==> config.mk <==
export PLATFORM = sky130hd
export DESIGN_NAME = im_loader
export DESIGN_NICKNAME = d
export VERILOG_FILES = /design/src/rtl/im_loader_pkg.sv /design/src/rtl/im_word_packer.sv /design/src/rtl/im_loader.sv
export SDC_FILE = /design/constraint.sdc
export NUM_CORES = 1
export LEC_CHECK = 0
export ABC_AREA = 1
export CAP_MARGIN = 20
export CORE_UTILIZATION = 40
export DETAILED_ROUTE_END_ITERATION = 10
export PLACE_DENSITY_LB_ADDON = 0.12
export SETUP_SLACK_MARGIN = 0.05
export SYNTH_ARGS = -nofsm -noshare
export SYNTH_HDL_FRONTEND = slang
export SYNTH_SLANG_ARGS = --single-unit
==> constraint.sdc <==
create_clock -name clk -period 5.9 [get_ports clk]
set_input_delay 1.18 -clock clk [delete_from_list [all_inputs] [get_ports clk]]
set_output_delay 1.18 -clock clk [all_outputs]
set_load 0.01 [all_outputs]
==> src/rtl/im_loader_pkg.sv <==
// Shared definitions for the instruction-memory loader:
// FSM state encoding and the default IM geometry.
package im_loader_pkg;

    localparam int IM_ADDR_WIDTH = 10;
    localparam int IM_DEPTH      = 1 << IM_ADDR_WIDTH;

    typedef enum logic [2:0] {
        IDLE   = 3'd0,
        HDR_HI = 3'd1,
        HDR_LO = 3'd2,
        DATA   = 3'd3,
        CSUM   = 3'd4,
        DONE   = 3'd5,
        ERR    = 3'd6
    } state_e;

endpackage

==> src/rtl/im_word_packer.sv <==
// Packs four bytes, MSB first, into a 32-bit word.
// word_ready flags the cycle in which the 4th byte arrives.
module im_word_packer (
    input  logic        clk,
    input  logic        reset,
    input  logic        clear,
    input  logic        byte_valid,
    input  logic [7:0]  byte_data,
    output logic        word_ready,
    output logic [31:0] word
);

    logic [1:0]  cnt_q, cnt_d;
    logic [31:0] word_q, word_d;

    always_comb begin
        cnt_d  = cnt_q;
        word_d = word_q;
        if (clear) begin
            cnt_d = 2'd0;
        end else if (byte_valid) begin
            word_d = {word_q[23:0], byte_data};
            cnt_d  = cnt_q + 2'd1;
        end
    end

    // The finished word is presented combinationally so the write
    // can be registered on the same edge that takes the 4th byte.
    assign word_ready = byte_valid && !clear && (cnt_q == 2'd3);
    assign word       = {word_q[23:0], byte_data};

    always_ff @(posedge clk or posedge reset) begin
        if (reset) begin
            cnt_q  <= 2'd0;
            word_q <= 32'd0;
        end else begin
            cnt_q  <= cnt_d;
            word_q <= word_d;
        end
    end

endmodule

==> src/rtl/im_loader.sv <==
// Byte-stream program loader for instruction memory; keeps the CPU
// held in reset until a checksum-valid program has been written.
module im_loader
    import im_loader_pkg::*;
#(
    parameter int ADDR_WIDTH = IM_ADDR_WIDTH,
    parameter int BASE_WORD  = 0
) (
    input  logic        clk,
    input  logic        reset,
    input  logic        start,
    input  logic        in_valid,
    input  logic [7:0]  in_data,
    output logic        in_ready,
    output logic        mem_we,
    output logic [31:0] mem_addr,
    output logic [31:0] mem_wdata,
    output logic        busy,
    output logic        done,
    output logic        error,
    output logic        cpu_hold
);

    localparam logic [32:0] DEPTH = 33'(1) << ADDR_WIDTH;
    localparam logic [ADDR_WIDTH-1:0] BASE_IDX = ADDR_WIDTH'(BASE_WORD);

    state_e                  state_q, state_d;
    logic [7:0]              hdr_q, hdr_d;
    logic [15:0]             words_q, words_d;
    logic [ADDR_WIDTH-1:0]   idx_q, idx_d;
    logic [7:0]              sum_q, sum_d;
    logic                    mem_we_q, mem_we_d;
    logic [31:0]             mem_addr_q, mem_addr_d;
    logic [31:0]             mem_wdata_q, mem_wdata_d;
    logic                    done_q, done_d;
    logic                    error_q, error_d;

    logic        accept;
    logic        pk_clear;
    logic        pk_valid;
    logic        pk_ready;
    logic [31:0] pk_word;
    logic [15:0] n_full;
    logic [7:0]  sum_next;
    logic        too_big;

    im_word_packer u_packer (
        .clk        (clk),
        .reset      (reset),
        .clear      (pk_clear),
        .byte_valid (pk_valid),
        .byte_data  (in_data),
        .word_ready (pk_ready),
        .word       (pk_word)
    );

    assign busy = (state_q == HDR_HI) || (state_q == HDR_LO) ||
                  (state_q == DATA)   || (state_q == CSUM);

    // Stall the link while a write is out so only one is ever pending.
    assign in_ready = busy && !mem_we_q;
    assign accept   = in_valid && in_ready;
    assign n_full   = {hdr_q, in_data};
    assign sum_next = sum_q + in_data;
    assign too_big  = (33'(BASE_WORD) + 33'(n_full)) > DEPTH;

    always_comb begin
        state_d     = state_q;
        hdr_d       = hdr_q;
        words_d     = words_q;
        idx_d       = idx_q;
        sum_d       = sum_q;
        mem_we_d    = 1'b0;
        mem_addr_d  = mem_addr_q;
        mem_wdata_d = mem_wdata_q;
        done_d      = done_q;
        error_d     = error_q;
        pk_clear    = 1'b0;
        pk_valid    = 1'b0;
        unique case (state_q)
            IDLE, DONE, ERR: begin
                if (start) begin
                    state_d  = HDR_HI;
                    done_d   = 1'b0;
                    error_d  = 1'b0;
                    sum_d    = 8'd0;
                    idx_d    = BASE_IDX;
                    pk_clear = 1'b1;
                end
            end
            HDR_HI: begin
                if (accept) begin
                    hdr_d   = in_data;
                    state_d = HDR_LO;
                end
            end
            HDR_LO: begin
                if (accept) begin
                    words_d = n_full;
                    if (n_full == 16'd0) begin
                        state_d = CSUM;
                    end else if (too_big) begin
                        state_d = ERR;
                        error_d = 1'b1;
                    end else begin
                        state_d = DATA;
                    end
                end
            end
            DATA: begin
                if (accept) begin
                    sum_d    = sum_next;
                    pk_valid = 1'b1;
                    if (pk_ready) begin
                        mem_we_d    = 1'b1;
                        mem_addr_d  = {{(30-ADDR_WIDTH){1'b0}}, idx_q, 2'b00};
                        mem_wdata_d = pk_word;
                        idx_d       = idx_q + 1'b1;
                        words_d     = words_q - 16'd1;
                        if (words_q == 16'd1) begin
                            state_d = CSUM;
                        end
                    end
                end
            end
            CSUM: begin
                if (accept) begin
                    if (sum_next == 8'd0) begin
                        state_d = DONE;
                        done_d  = 1'b1;
                    end else begin
                        state_d = ERR;
                        error_d = 1'b1;
                    end
                end
            end
            default: state_d = IDLE;
        endcase
    end

    always_ff @(posedge clk or posedge reset) begin
        if (reset) begin
            state_q     <= IDLE;
            hdr_q       <= 8'd0;
            words_q     <= 16'd0;
            idx_q       <= BASE_IDX;
            sum_q       <= 8'd0;
            mem_we_q    <= 1'b0;
            mem_addr_q  <= 32'd0;
            mem_wdata_q <= 32'd0;
            done_q      <= 1'b0;
            error_q     <= 1'b0;
        end else begin
            state_q     <= state_d;
            hdr_q       <= hdr_d;
            words_q     <= words_d;
            idx_q       <= idx_d;
            sum_q       <= sum_d;
            mem_we_q    <= mem_we_d;
            mem_addr_q  <= mem_addr_d;
            mem_wdata_q <= mem_wdata_d;
            done_q      <= done_d;
            error_q     <= error_d;
        end
    end

    assign mem_we    = mem_we_q;
    assign mem_addr  = mem_addr_q;
    assign mem_wdata = mem_wdata_q;
    assign done      = done_q;
    assign error     = error_q;
    assign cpu_hold  = busy | error_q | ~done_q;

endmodule

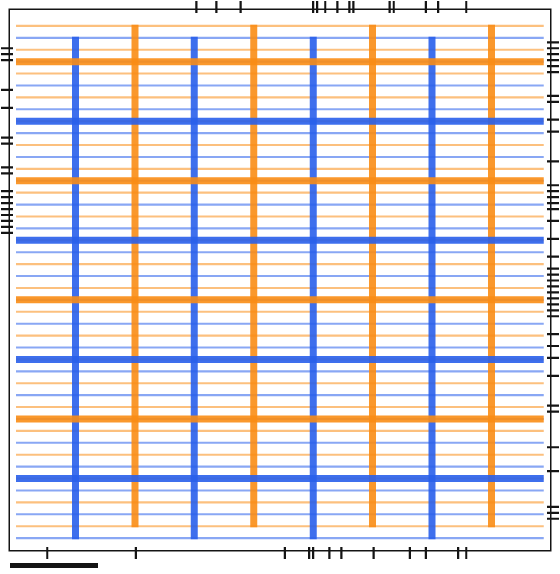
pdn.png
The bar under the picture is 20 µm long. Pins as bars on the die edge.
legend:
  VSS:
    colour: blue
  VDD:
    colour: orange
met1 rails: 44
rows: 43
met5 straps: 8
Core Footprint: 0.0141 mm²
DIE WIDTH: 123 µm
VDD IR-drop max: 242 µV
die height: 123 µm

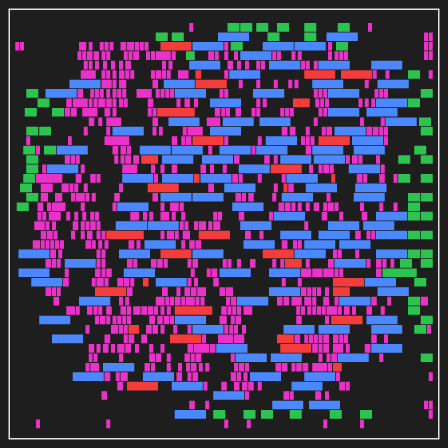
cell_classes.png
legend:
  flip-flops:
    colour: blue
    cells: 116
    share_of_their_area: 42%
  clock drivers and dummy loads:
    colour: red
    cells: 32
    share_of_their_area: 9.0%
  all other logic:
    colour: magenta
    cells: 609
    share_of_their_area: 40%
  other buffers and delay cells:
    colour: green
    cells: 61
    share_of_their_area: 9.0%
flop share of the area: 40.5%
FP Rows: 43
post-route cell area: 0.00716 mm²
final design utilization: 50.8%

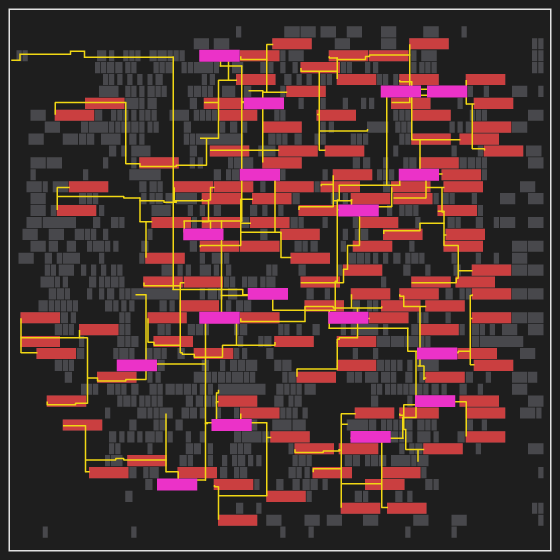
clock_map.png
legend:
  cells driving clock nets:
    colour: magenta
    count: 17
  clock wires:
    colour: yellow
    length: 1,530 µm
  flip-flops:
    colour: red
    count: 116
flops lie: widely spread
routed clock nets: 18

cell usage after synthesis (all sizes together) (2+ instances only):
library cell	number	area (µm²)
ha	11	138
buf	33	233
inv	81	307
o211ai	4	30.0
clkbuf	13	48.8
or2	2	12.5
nand2	255	975
o21a	4	30.0
dfrtp	116	2900
o21ai	99	499
nand3	47	240
nand4	14	103
nor2	41	161
a21oi	11	55.1
nor3	6	35.0
xor2	7	61.3
power groups by stage:
stage / combinational (mW) / sequential (mW) / clock (mW)
6_report: 0.932 / 1.12 / 1.07
2_1_floorplan: 0.738 / 1.09 / 0
3_3_place_gp: 0.912 / 1.13 / 0
4_1_cts: 0.934 / 1.12 / 1.09
5_1_grt: 1.08 / 1.14 / 1.12
3_5_place_dp: 0.928 / 1.13 / 0
==> Slide: Implementation Results <==
Implementation Results

Critical path
  • CP endpoint kind: flip-flop
  • WP buf/inv: 2
  • Worst setup path end: words_q[13]
  • Crit path launch type: flip-flop
  • CP delay by family, top: simple AND/OR/NAND/NOR gates
  • CP most frequent cell: nand2_1
  • Worst path depth: 11
  • Slowest cell on crit path: nand4_4
  • Worst Path Arrival: 4050 ps
  • CP max stage delay: 660 ps
  • R2R Setup Slk: 2140 ps

Hold path
  • Hold crit path type: flip-flop to flip-flop
  • Hold Path End: mem_wdata[26]

Run
  • Max-Cap Viols: 0
  • Tool warning count: 27

CTS
  • Post_cts resized: 0
  • Clock Sinks: 116
  • H-tree depth: 4
  • # hold bufs at CTS: 0

Logic synthesis
  • Mapped Cells: 750
  • Dominant flop cell: dfrtp_1
  • Seq/Total Area, Yosys: 49.3%
  • Area share of fa/ha/maj cells after synthesis: 2.68%
  • EDFF count, synth: 0

Global route
  • Routing usage on met3: 4.52%
  • Initial antenna violation count: 0

Final layout
  • Non-CTS inverters: 81
  • FF/Latch Area: 0.00290 mm²
  • MI comb cells: 528
  • Fin nets: 829
  • Antenna Diode Count: 0

Final timing
  • Finish-stage setup viols: 0
  • Max frequency: 266 MHz
  • WHS: 475 ps

Place
  • Pre-CTS setup slack: 1730 ps
  • DP Area: 0.00651 mm²

Detailed routing
  • Metal2 WL: 6.17 mm
  • Routed wire length: 13.5 mm
  • Detail Route Antenna Nets: 0

Pwr
  • LEAKAGE: 3.51 nW
  • Sequential share of power: 35.9%

Run status
  • Status: finished clean
Power figures rest on the tool's default switching activity, not on a simulated workload.
